### src/rtl/store_buffer_pkg.sv
// Shared constants and entry type for the store buffer sitting between EX/MEM and dataMemory.
package store_buffer_pkg;

  localparam int DEPTH        = 4;
  localparam int DATA_W       = 8;
  localparam int ADDR_W       = 8;
  localparam int MEM_AW       = 4;
  localparam int DRAIN_THRESH = 3;
  localparam int PTR_W        = $clog2(DEPTH);
  localparam int CNT_W        = PTR_W + 1;

  typedef struct packed {
    logic [MEM_AW-1:0] addr;
    logic [DATA_W-1:0] data;
  } sb_entry_t;

  // dataMemory only decodes the low MEM_AW bits, so the port address is zero-extended.
  function automatic logic [ADDR_W-1:0] dm_addr_of(input logic [MEM_AW-1:0] a);
    return {{(ADDR_W-MEM_AW){1'b0}}, a};
  endfunction

endpackage

### src/rtl/store_buffer_if.sv
// EX-side, writeback and dataMemory signals of the store buffer bundled in one interface.
interface store_buffer_if;
  import store_buffer_pkg::*;

  logic              ex_valid;
  logic              ex_mem_read;
  logic              ex_mem_write;
  logic [ADDR_W-1:0] ex_addr;
  logic [DATA_W-1:0] ex_wdata;
  logic              sb_flush;
  logic              sb_empty;
  logic              wb_valid;
  logic [DATA_W-1:0] wb_load_data;
  logic [ADDR_W-1:0] dm_addr;
  logic [DATA_W-1:0] dm_wdata;
  logic              dm_write_en;
  logic              dm_read;
  logic [DATA_W-1:0] dm_rdata;

  modport slave (
    input  ex_valid, ex_mem_read, ex_mem_write, ex_addr, ex_wdata, sb_flush, dm_rdata,
    output sb_empty, wb_valid, wb_load_data, dm_addr, dm_wdata, dm_write_en, dm_read
  );

  modport master (
    output ex_valid, ex_mem_read, ex_mem_write, ex_addr, ex_wdata, sb_flush, dm_rdata,
    input  sb_empty, wb_valid, wb_load_data, dm_addr, dm_wdata, dm_write_en, dm_read
  );

endinterface

### src/rtl/store_buffer_sb_match.sv
// Parallel address compare across the valid store-buffer entries; shared by merge and forward.
module sb_match
  import store_buffer_pkg::*;
(
  input  sb_entry_t [DEPTH-1:0] i_entries,
  input  logic [DEPTH-1:0]      i_valid,
  input  logic [MEM_AW-1:0]     i_addr,
  output logic [DEPTH-1:0]      o_hit_vec,
  output logic                  o_hit,
  output logic [DATA_W-1:0]     o_hit_data
);

  // Coalescing keeps addresses unique, so at most one bit of the hit vector is ever set.
  always_comb begin
    o_hit_vec  = '0;
    o_hit_data = '0;
    for (int i = 0; i < DEPTH; i++) begin
      if (i_valid[i] && (i_entries[i].addr == i_addr)) begin
        o_hit_vec[i] = 1'b1;
        o_hit_data   = i_entries[i].data;
      end
    end
  end

  assign o_hit = |o_hit_vec;

endmodule

### src/rtl/store_buffer.sv
// Store buffer: queues and merges stores, forwards to loads, owns the single dataMemory port.
module store_buffer
  import store_buffer_pkg::*;
(
  input  logic          clk,
  input  logic          reset,
  store_buffer_if.slave sb
);

  sb_entry_t [DEPTH-1:0] r_entries;
  logic [DEPTH-1:0]      r_valid;
  logic [PTR_W-1:0]      r_head;
  logic [PTR_W-1:0]      r_tail;
  logic [CNT_W-1:0]      r_count;
  logic                  r_wb_valid;
  logic [DATA_W-1:0]     r_wb_data;

  logic                  w_ld;
  logic                  w_st;
  logic [MEM_AW-1:0]     w_addr;
  logic [DEPTH-1:0]      w_hit_vec;
  logic                  w_hit;
  logic [DATA_W-1:0]     w_hit_data;
  logic                  w_full;
  logic                  w_merge;
  logic                  w_enq;
  logic                  w_drain;
  logic                  w_head_bypass;
  logic [DATA_W-1:0]     w_drain_data;
  logic                  w_unused_addr_hi;

  assign w_ld             = sb.ex_valid & sb.ex_mem_read;
  assign w_st             = sb.ex_valid & sb.ex_mem_write & ~sb.ex_mem_read;
  assign w_addr           = sb.ex_addr[MEM_AW-1:0];
  assign w_unused_addr_hi = ^sb.ex_addr[ADDR_W-1:MEM_AW];

  sb_match u_match (
    .i_entries  (r_entries),
    .i_valid    (r_valid),
    .i_addr     (w_addr),
    .o_hit_vec  (w_hit_vec),
    .o_hit      (w_hit),
    .o_hit_data (w_hit_data)
  );

  assign w_full  = (r_count == CNT_W'(DEPTH));
  assign w_merge = w_st & w_hit;
  assign w_enq   = w_st & ~w_hit;

  // A load owns the port; otherwise drain when idle, flushing, near full, or a new store needs room.
  assign w_drain = ~w_ld && (r_count != '0) &&
                   (sb.sb_flush || ~sb.ex_valid || (r_count >= CNT_W'(DRAIN_THRESH)) ||
                    (w_st && w_full && ~w_hit));

  assign w_head_bypass = w_merge & w_hit_vec[r_head];
  assign w_drain_data  = w_head_bypass ? sb.ex_wdata : r_entries[r_head].data;

  assign sb.dm_read      = w_ld;
  assign sb.dm_write_en  = w_drain;
  assign sb.dm_addr      = w_ld    ? dm_addr_of(w_addr) :
                           w_drain ? dm_addr_of(r_entries[r_head].addr) : '0;
  assign sb.dm_wdata     = w_drain ? w_drain_data : '0;
  assign sb.sb_empty     = (r_count == '0);
  assign sb.wb_valid     = r_wb_valid;
  assign sb.wb_load_data = r_wb_data;

  // Enqueue is ordered after pop so a full buffer can retire the head and refill that slot together.
  always_ff @(posedge clk or posedge reset) begin
    if (reset) begin
      r_entries <= '0;
      r_valid   <= '0;
      r_head    <= '0;
      r_tail    <= '0;
      r_count   <= '0;
    end else begin
      for (int i = 0; i < DEPTH; i++) begin
        if (w_merge && w_hit_vec[i]) r_entries[i].data <= sb.ex_wdata;
      end
      if (w_drain) begin
        r_valid[r_head] <= 1'b0;
        r_head          <= r_head + PTR_W'(1);
      end
      if (w_enq) begin
        r_entries[r_tail] <= '{addr: w_addr, data: sb.ex_wdata};
        r_valid[r_tail]   <= 1'b1;
        r_tail            <= r_tail + PTR_W'(1);
      end
      case ({w_enq, w_drain})
        2'b10:   r_count <= r_count + CNT_W'(1);
        2'b01:   r_count <= r_count - CNT_W'(1);
        default: r_count <= r_count;
      endcase
    end
  end

  always_ff @(posedge clk or posedge reset) begin
    if (reset) begin
      r_wb_valid <= 1'b0;
      r_wb_data  <= '0;
    end else if (w_ld) begin
      r_wb_valid <= 1'b1;
      r_wb_data  <= w_hit ? w_hit_data : sb.dm_rdata;
    end else begin
      r_wb_valid <= 1'b0;
    end
  end

endmodule

### src/flat_wrapper.sv
// flat-port wrapper written by rule: the top's interface ports become plain ports
module store_buffer_flat import store_buffer_pkg::*;
  (clk, reset, sb_ex_valid, sb_ex_mem_read, sb_ex_mem_write, sb_ex_addr, sb_ex_wdata, sb_sb_flush, sb_dm_rdata, sb_sb_empty, sb_wb_valid, sb_wb_load_data, sb_dm_addr, sb_dm_wdata, sb_dm_write_en, sb_dm_read);
  store_buffer_if sb_i ();
  input  logic clk;
  input  logic reset;
  input wire logic [$bits(sb_i.ex_valid)-1:0] sb_ex_valid;
  input wire logic [$bits(sb_i.ex_mem_read)-1:0] sb_ex_mem_read;
  input wire logic [$bits(sb_i.ex_mem_write)-1:0] sb_ex_mem_write;
  input wire logic [$bits(sb_i.ex_addr)-1:0] sb_ex_addr;
  input wire logic [$bits(sb_i.ex_wdata)-1:0] sb_ex_wdata;
  input wire logic [$bits(sb_i.sb_flush)-1:0] sb_sb_flush;
  input wire logic [$bits(sb_i.dm_rdata)-1:0] sb_dm_rdata;
  output wire logic [$bits(sb_i.sb_empty)-1:0] sb_sb_empty;
  output wire logic [$bits(sb_i.wb_valid)-1:0] sb_wb_valid;
  output wire logic [$bits(sb_i.wb_load_data)-1:0] sb_wb_load_data;
  output wire logic [$bits(sb_i.dm_addr)-1:0] sb_dm_addr;
  output wire logic [$bits(sb_i.dm_wdata)-1:0] sb_dm_wdata;
  output wire logic [$bits(sb_i.dm_write_en)-1:0] sb_dm_write_en;
  output wire logic [$bits(sb_i.dm_read)-1:0] sb_dm_read;
  assign sb_i.ex_valid = sb_ex_valid;
  assign sb_i.ex_mem_read = sb_ex_mem_read;
  assign sb_i.ex_mem_write = sb_ex_mem_write;
  assign sb_i.ex_addr = sb_ex_addr;
  assign sb_i.ex_wdata = sb_ex_wdata;
  assign sb_i.sb_flush = sb_sb_flush;
  assign sb_i.dm_rdata = sb_dm_rdata;
  assign sb_sb_empty = sb_i.sb_empty;
  assign sb_wb_valid = sb_i.wb_valid;
  assign sb_wb_load_data = sb_i.wb_load_data;
  assign sb_dm_addr = sb_i.dm_addr;
  assign sb_dm_wdata = sb_i.dm_wdata;
  assign sb_dm_write_en = sb_i.dm_write_en;
  assign sb_dm_read = sb_i.dm_read;
  store_buffer u_core (.clk(clk), .reset(reset), .sb(sb_i));
endmodule
### config.mk
export PLATFORM = sky130hd
export DESIGN_NAME = store_buffer_flat
export DESIGN_NICKNAME = d
export VERILOG_FILES = /design/src/rtl/store_buffer_pkg.sv /design/src/rtl/store_buffer_if.sv /design/src/rtl/store_buffer_sb_match.sv /design/src/rtl/store_buffer.sv /design/src/flat_wrapper.sv
export SDC_FILE = /design/constraint.sdc
export NUM_CORES = 1
export LEC_CHECK = 0
export CORE_UTILIZATION = 55
export DETAILED_ROUTE_END_ITERATION = 10
export GPL_ROUTABILITY_DRIVEN = 0
export GPL_TIMING_DRIVEN = 0
export PLACE_DENSITY = 0.81
export RECOVER_POWER = 100
export SYNTH_ARGS = -nofsm -noshare
export SYNTH_HDL_FRONTEND = slang
export SYNTH_SLANG_ARGS = --single-unit
### constraint.sdc
create_clock -name clk -period 3.3 [get_ports clk]
set_input_delay 0.66 -clock clk [delete_from_list [all_inputs] [get_ports clk]]
set_output_delay 0.66 -clock clk [all_outputs]
set_load 0.1 [all_outputs]
==> results.txt, run 1 <==
Synthesis and PnR results.

- The flow ran to the end, and the final reports show no timing, DRC or antenna violations.
- The setup violation total in the final timing report reads 0.
- The minimum period implied by the final worst setup slack is 3260 ps.
- The family with the most delay on the worst path is buffers and inverters.
- In this run the standard cell core region covers 6830 um^2.
- The share of synthesized area in the top cell type comes to 0.436.
- The number of cells on the worst hold path is 2.
- The final setup skew reads 10.8 ps.
- The max-slew check reports its worst relative slack as 0.0651.
- In the layout the commonest cells are sky130_fd_sc_hd__dfrtp_1, sky130_fd_sc_hd__mux2_2, sky130_fd_sc_hd__nand2_1.
- The buffer share of cell area reads 0.150.
- Counting stages on the worst path, the most repeated cell is sky130_fd_sc_hd__clkbuf_4.
- The design draws 0.00531 W.
- The global route total overflow reads 0.
- The post-synthesis cell count from yosys is 342.
- The number of H-tree branching levels is 3.
- In this run the layout overhead on the synthesized area is reported as 29.0%.
- The number of top-level pins reads 58.
- The number of buffer and inverter instances along the worst setup path is 3.
- The class occupying the most area after layout is reported as combinational gates.
- The flop and latch count out of synthesis is 68.
- The commonest cells after synthesis are sky130_fd_sc_hd__dfrtp_1, sky130_fd_sc_hd__mux2_2, sky130_fd_sc_hd__nand2_1.
- The pin closest to its max-slew limit shows a slew of 1400 ps.
- STA classifies the critical path startpoint as an input port.
- The number of buffers created by CTS reads 9.
- The final-layout fill cell count reads 496.
- The number of clock sinks came to 68.
- The area fraction of clock buffers and clock inverters is 0.0415.
- The number of cell instances on the worst register-to-register path reads 13.
- The global routing report lists combined usage of all routing layers as 0.280.
- The number of nets in the layout is 452.
- The final clock period utilization by the worst path reads 0.988.
- The floorplan report lists the tap cell count as 96.
- The count of buffers inserted at the top-level ports reads 45.
- In this run the deepest clock path goes through 2 buffers.
- The number of enable flip-flop cells reads 0.
- The static power due to leakage reads 2.21 nW.
- The worst min-delay path endpoint reads u_core.r_valid[1].
- The minimum setup slack in the final design reads 40.9 ps.
- The die area reads 7430 um^2.
- The sequential standard cell area reads 1700 um^2.
- The worst-case vdd ir drop reads 0.705 mV.
- The count of cell types in the netlist reads 40.
- The routed design uses 4760 um of met2 wire.
- The standard-cell row count is 30.
- For reference, the critical path cell chain is clkdlybuf4s50_1 > nand2b_1 > maj3_1 > o21a_4 > clkbuf_4 > a22o_2 > clkbuf_4.
- The final-report max-slew violation count reads 0.
- The synthesis report gives the async set-or-reset register share as 1.00.
- The largest net degree at the start of global routing is 69.
- According to the floorplan report, the die width is 86.2 um.
- Counting the inverters off the clock network in the layout gives 10.
- The TritonCTS clock tree reads done.
- In the CTS report, the clock slew at the register clock pins of the worst setup and hold paths is listed as 70 ps.
- Buffers inserted to repair hold after CTS numbered 0.
- The share of the core filled by cells before placement is 0.571.
- The routed layout reports a DRC error count of 0.
- The post-synthesis sequential area ratio is 0.436.
- The highest attainable clock frequency is 307 MHz.
- The estimated wirelength of the detail-placed design is 6380 um.
- For this run, the script counts the antenna cells in the layout as 0.
- Looking at the setup timing report, the critical path kind is input port to output pin.
- Yosys reports a chip area of 3900 um^2.
- The post-layout utilization of the core is 0.736.
- In the post-synthesis netlist, the biggest area contributors are sky130_fd_sc_hd__dfrtp_1, sky130_fd_sc_hd__mux2_2, sky130_fd_sc_hd__mux4_2.
- The stage delay of the slowest cell on the critical path reads 510 ps.
- The most area-hungry cell type in the Yosys netlist reads sky130_fd_sc_hd__dfrtp_1.
-- run 1: per-stage QoR --
step                instances  instance area (um^2)
floorplan                 345                  4070
global placement          486                  4640
detailed placement        486                  4650
CTS                       505                  4950
global route              511                  5030
finish                    511                  5030
-- run 1: cells by family after synthesis --
logic type               after synthesis  share of synthesized area
other                                  1                   0.000962
AND-OR/OR-AND                         34                     0.0680
multiplexers                          73                      0.242
buffers and inverters                 35                     0.0452
AND/OR/NAND/NOR                       99                      0.124
flip-flops                            68                      0.436
XOR/XNOR                              21                     0.0472
adder cells (fa/ha/maj)               11                     0.0366
-- run 1: worst max path at each step --
stage                     end  slack, ps  cells after the start
2_1_floorplan  sb_dm_wdata[0]       -150                      8
3_3_place_gp   sb_dm_wdata[1]      -1670                      9
3_5_place_dp   sb_dm_wdata[0]      -1680                      9
4_1_cts        sb_dm_wdata[0]         20                      8
5_1_grt        sb_dm_wdata[3]         -5                     10
6_report        sb_dm_addr[2]         40                      7
-- run 1: state kept, by name, summed over array words and instances, names as in the netlist --
| signal | flops |
|---|---|
| u_core.sb.wb_load_data | 8 |
| u_core.r_tail | 2 |
| u_core.r_valid | 4 |
| u_core.r_entries | 48 |
| u_core.r_count | 3 |
| u_core.r_head | 2 |
| u_core.sb.wb_valid | 1 |
-- run 1: power breakdown --
group	leakage [nW]	switching [W]	total, W	internal (W)
Combinational	1.27	0.00184	0.00303	0.00119
Sequential	0.832	0.000339	0.00154	0.00121
Clock	0.108	0.000312	0.000736	0.000424
Total	2.21	0.00249	0.00531	0.00282
-- run 1: layer usage --
metal  up-vias  GRT usage
li1       1353          -
met1      1522      0.381
met2       143      0.440
met3        31     0.0676
met4         0      0.105
met5         -          0
run_1/layer_met1.png
Bar = 20 um.
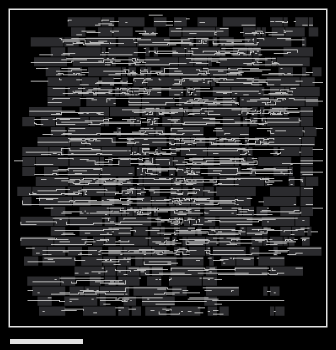
The wires run mostly horizontal. The layer holds 41% of the routed length. The longest straight run is 27.1 um.
overall via count from detail_route: 3049
global-route met1 utilization: 0.381
routed wire length: 9680 um

run_1/layer_met2.png
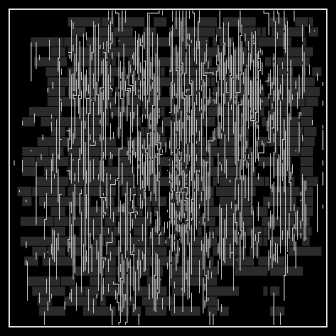
The layer holds 49% of the routed length. The layer carries 4760 um of wire. 396 nets have wire on it. The wires run mostly vertical.

run_1/layer_met3.png
Bar = 20 um.
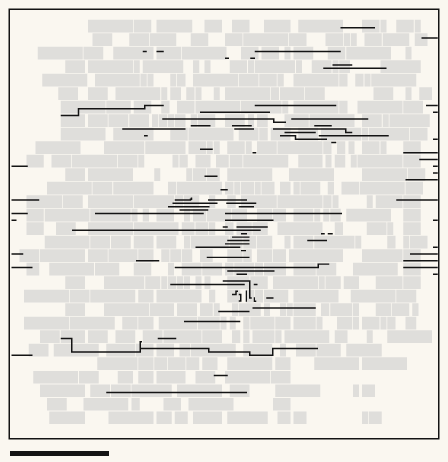
The longest straight run is 37.7 um. The wires run mostly horizontal.
met3 Track Usage GR: 0.0676

run_1/placement.png
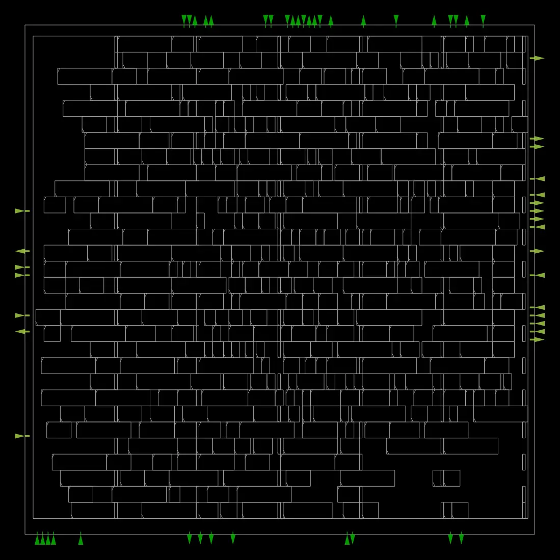

==> run 2, diff against run 1 <==
- SLEW_MARGIN: default -> 40
run_2/placement.png
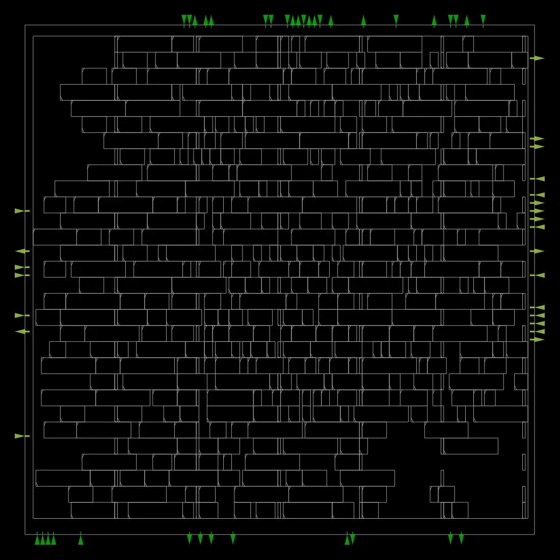
Layout Utilization: 0.733
count of fill cells added during filler insertion: 484

==> results.txt, run 2 <==
Synthesis and PnR results.

- Outcome: finished, violations left (was finished, final reports clean).
- The final reports fail on capacitance limit, slew limit.
- The stage delay of the slowest cell on the critical path is 420 ps (was 510 ps).
- The highest attainable clock frequency reads 308 MHz (was 307 MHz).
- The maximum root-to-sink buffer count is 2 (unchanged).
- The total met2 wirelength after detailed routing is 4870 um (was 4760 um).
- The flop and latch count out of synthesis reads 68 (unchanged).
- The top cell type by instance count after synthesis is sky130_fd_sc_hd__dfrtp_1 (unchanged).
- The slew at the pin with the worst max-slew slack reads 1510 ps (was 1400 ps).
- The number of H-tree branching levels came to 3 (unchanged).
- Commonest cells in the netlist: sky130_fd_sc_hd__dfrtp_1, sky130_fd_sc_hd__mux2_2, sky130_fd_sc_hd__nand2_1 (unchanged).
- The global route total overflow reads 0 (unchanged).
- The post-synthesis sequential area ratio is 0.436 (unchanged).
- The total routing usage reported by global routing came to 0.282 (was 0.280).
- The number of enable flip-flop cells is 0 (unchanged).
- The post-detailed-route wirelength per cell reads 18.9 um (was 19.0 um).
- The share of total power in the clock network reads 0.119 (was 0.139).
- Cells traversed along the worst timing path: buf_8 > xor2_2 > nor3_2 > and3_1 > buf_6 > mux2i_1 > a2111o_1 > buf_12 > mux2i_4 > buf_12 (was clkdlybuf4s50_1 > nand2b_1 > maj3_1 > o21a_4 > clkbuf_4 > a22o_2 > clkbuf_4).
- The number of design rule violations left after detail routing is 0 (unchanged).
- The TritonCTS clock tree is done (unchanged).
- The wire length on met3 reads 589 um (was 666 um).
- The async set-or-reset flop fraction in the synthesized netlist is 1.00 (unchanged).
- The number of buffer and inverter instances along the worst setup path was 4 (was 3).
- The kind of start point of the critical path reads an input port (unchanged).
- The minimum period implied by the final worst setup slack was 3250 ps (was 3260 ps).
- The relative max-transition margin came to -0.00939 (was 0.0651).
- The flip-flop count of the largest register after layout reads 48 (unchanged).
- The count of cell types in the netlist is 40 (unchanged).
- The layout-stage area growth over the synthesis result reads 28.4% (was 29.0%).
- The total number of clock tree sinks is 68 (unchanged).
- The largest net degree at the start of global routing is 62 (was 69).
- The part of the power in registers reads 0.293 (was 0.291).
- The vertical die dimension reads 86.2 um (unchanged).
- The global routing met1 resource utilization is 0.366 (was 0.381).
- The worst-case vdd ir drop reads 0.690 mV (was 0.705 mV).
- The switching power of the nets reads 0.00254 W (was 0.00249 W).
- The number of buffers created by CTS came to 9 (unchanged).
- The yosys-reported design area after synthesis reads 3900 um^2 (unchanged).
- The number of buffers inserted to repair setup after CTS is 9 (was 6).
- The number of cell instances on the worst register-to-register path is 9 (was 13).
- The clock transition at the register clock pins on the worst setup and hold paths after CTS reads 80 ps (was 70 ps).
- The floorplan core area came to 6830 um^2 (unchanged).
- The busiest layer in global routing reads met2 (unchanged).
- The sum of internal, switching and leakage power reads 0.00526 W (was 0.00531 W).
- The share of the core filled by cells before placement was 0.571 (unchanged).
- The start point of the critical path reads sb_ex_addr[2] (was sb_ex_valid).
- The post-synthesis cell count from yosys was 342 (unchanged).
- The number of nets in the layout reads 460 (was 452).
- The most area-hungry cell type in the Yosys netlist reads sky130_fd_sc_hd__dfrtp_1 (unchanged).
- The standard-cell row count is 30 (unchanged).
- The last element of the critical path reads sb_dm_wdata[3] (was sb_dm_addr[2]).
- The most prevalent standard cell on the critical path was sky130_fd_sc_hd__buf_12 (was sky130_fd_sc_hd__clkbuf_4).
- The setup violation total in the final timing report reads 0 (unchanged).
- The count of buffers inserted at the top-level ports is 45 (unchanged).
- The register with the most flip-flops is u_core.r_entries (unchanged).
- Top cells excl fill/tap: sky130_fd_sc_hd__dfrtp_1, sky130_fd_sc_hd__mux2_2, sky130_fd_sc_hd__nand2_1 (unchanged).
- The estimated wirelength of the detail-placed design reads 6440 um (was 6380 um).
- The first-pass GRT wire length is 15600 um (was 15400 um).
- The combinational share of power is 0.588 (was 0.571).
- The final-report max-slew violation count is 62 (was 0).
- The minimum setup slack in the final design reads 52.4 ps (was 40.9 ps).
- The area share of the leading cell type in the synthesized netlist reads 0.436 (unchanged).
- The internal power reads 0.00272 W (was 0.00282 W).
- The cell area after technology mapping came to 3900 um^2 (unchanged).
- The family with the most delay on the worst path is buffers and inverters (unchanged).
- The max-capacitance violation count is 1 (was 0).
- The number of cells after detailed placement reads 487 (was 486).
- The final clock period utilization by the worst path is 0.984 (was 0.988).
- The count of non-filler cells in the finished layout came to 521 (was 511).
- The standard cell area after detailed placement came to 4560 um^2 (was 4650 um^2).
- The category of the critical setup timing path reads input port to output pin (unchanged).
- The static power due to leakage reads 2.19 nW (was 2.21 nW).
- The final setup skew reads 6.31 ps (was 10.8 ps).
- The width of the die is 86.2 um (unchanged).
- The global-route met2 utilization is 0.466 (was 0.440).
- The origin of the critical flop-to-flop path is u_core.r_entries[47] (was u_core.r_entries[34]).
- The final design area excluding fillers reads 5010 um^2 (was 5030 um^2).
- The quantity of hold-fixing buffers added after cts reads 0 (unchanged).
- The number of top-level pins is 58 (unchanged).
- The die area is 7430 um^2 (unchanged).
- The number of cells on the critical path came to 10 (was 7).
run_2/layer_met3.png
Bar = 20 um.
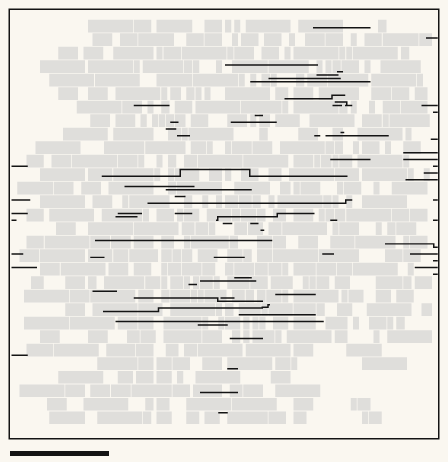
The layer holds 6.0% of the routed length. The wires run mostly horizontal. The longest straight run is 41.6 um. 57 nets have wire on it. The layer carries 589 um of wire.
routed wire length: 9830 um
overall via count from detail_route: 3045
met3 Track Usage GR: 0.0638

[run 2: cell counts after synthesis]
No cell type changed its count.
[run 2: logic make-up (layout without fill, tap and decap cells)]
| family | Yosys count | in the layout | share of synthesized area |
|---|---|---|---|
| buf+inv | 35 | 115 | 0.0452 |
| compound gates | 34 | 34 | 0.0680 |
| mux | 73 | 73 | 0.242 |
| simple gates | 99 | 99 | 0.124 |
| xor+xnor | 21 | 21 | 0.0472 |
| flops | 68 | 68 | 0.436 |
| fa+ha+maj | 11 | 11 | 0.0366 |
| other cells | 1 | 4 | 0.000962 |
[run 2: worst register-to-register path, delay by kind of cell, from the launching register on]
family / cells / cell delay (ps)
compound gates: 1 / 760
flops: 1 / 420
buf+inv: 3 / 550
mux: 1 / 420
simple gates: 3 / 480
xor+xnor: 1 / 160
[run 2: worst min-delay path by stage]
stage / startpoint / endpoint / slack (ps) / cells past startpoint
floorplan: u_core.r_valid[0] / u_core.r_valid[0] / 440 / 2
global placement: u_core.r_valid[0] / u_core.r_valid[0] / 460 / 2
detailed placement: u_core.r_valid[1] / u_core.r_valid[1] / 470 / 2
CTS: u_core.r_valid[1] / u_core.r_valid[1] / 490 / 2
global route: u_core.r_valid[1] / u_core.r_valid[1] / 520 / 2
finish: u_core.r_valid[1] / u_core.r_valid[1] / 490 / 2
[run 2: area by class of cell]
type	instances	area (um^2)
sequential	68	1700
inverter	10	38.8
buffer	24	196
timing repair buffer	65	584
fill	484	1830
clock inverter	7	52.6
clock buffer	9	124
multi-input combinational	242	2190
tap	96	120
[run 2: power groups by stage]
stage	Combinational [W]	Clock, W	Sequential, W
after floorplan	0.00222	0	0.00158
after global placement	0.00283	0	0.00151
after detailed placement	0.00276	0	0.00154
after CTS	0.00306	0.000626	0.00152
after global routing	0.00324	0.000670	0.00158
final	0.00309	0.000625	0.00154
Power is estimated from default activity; no workload was simulated.
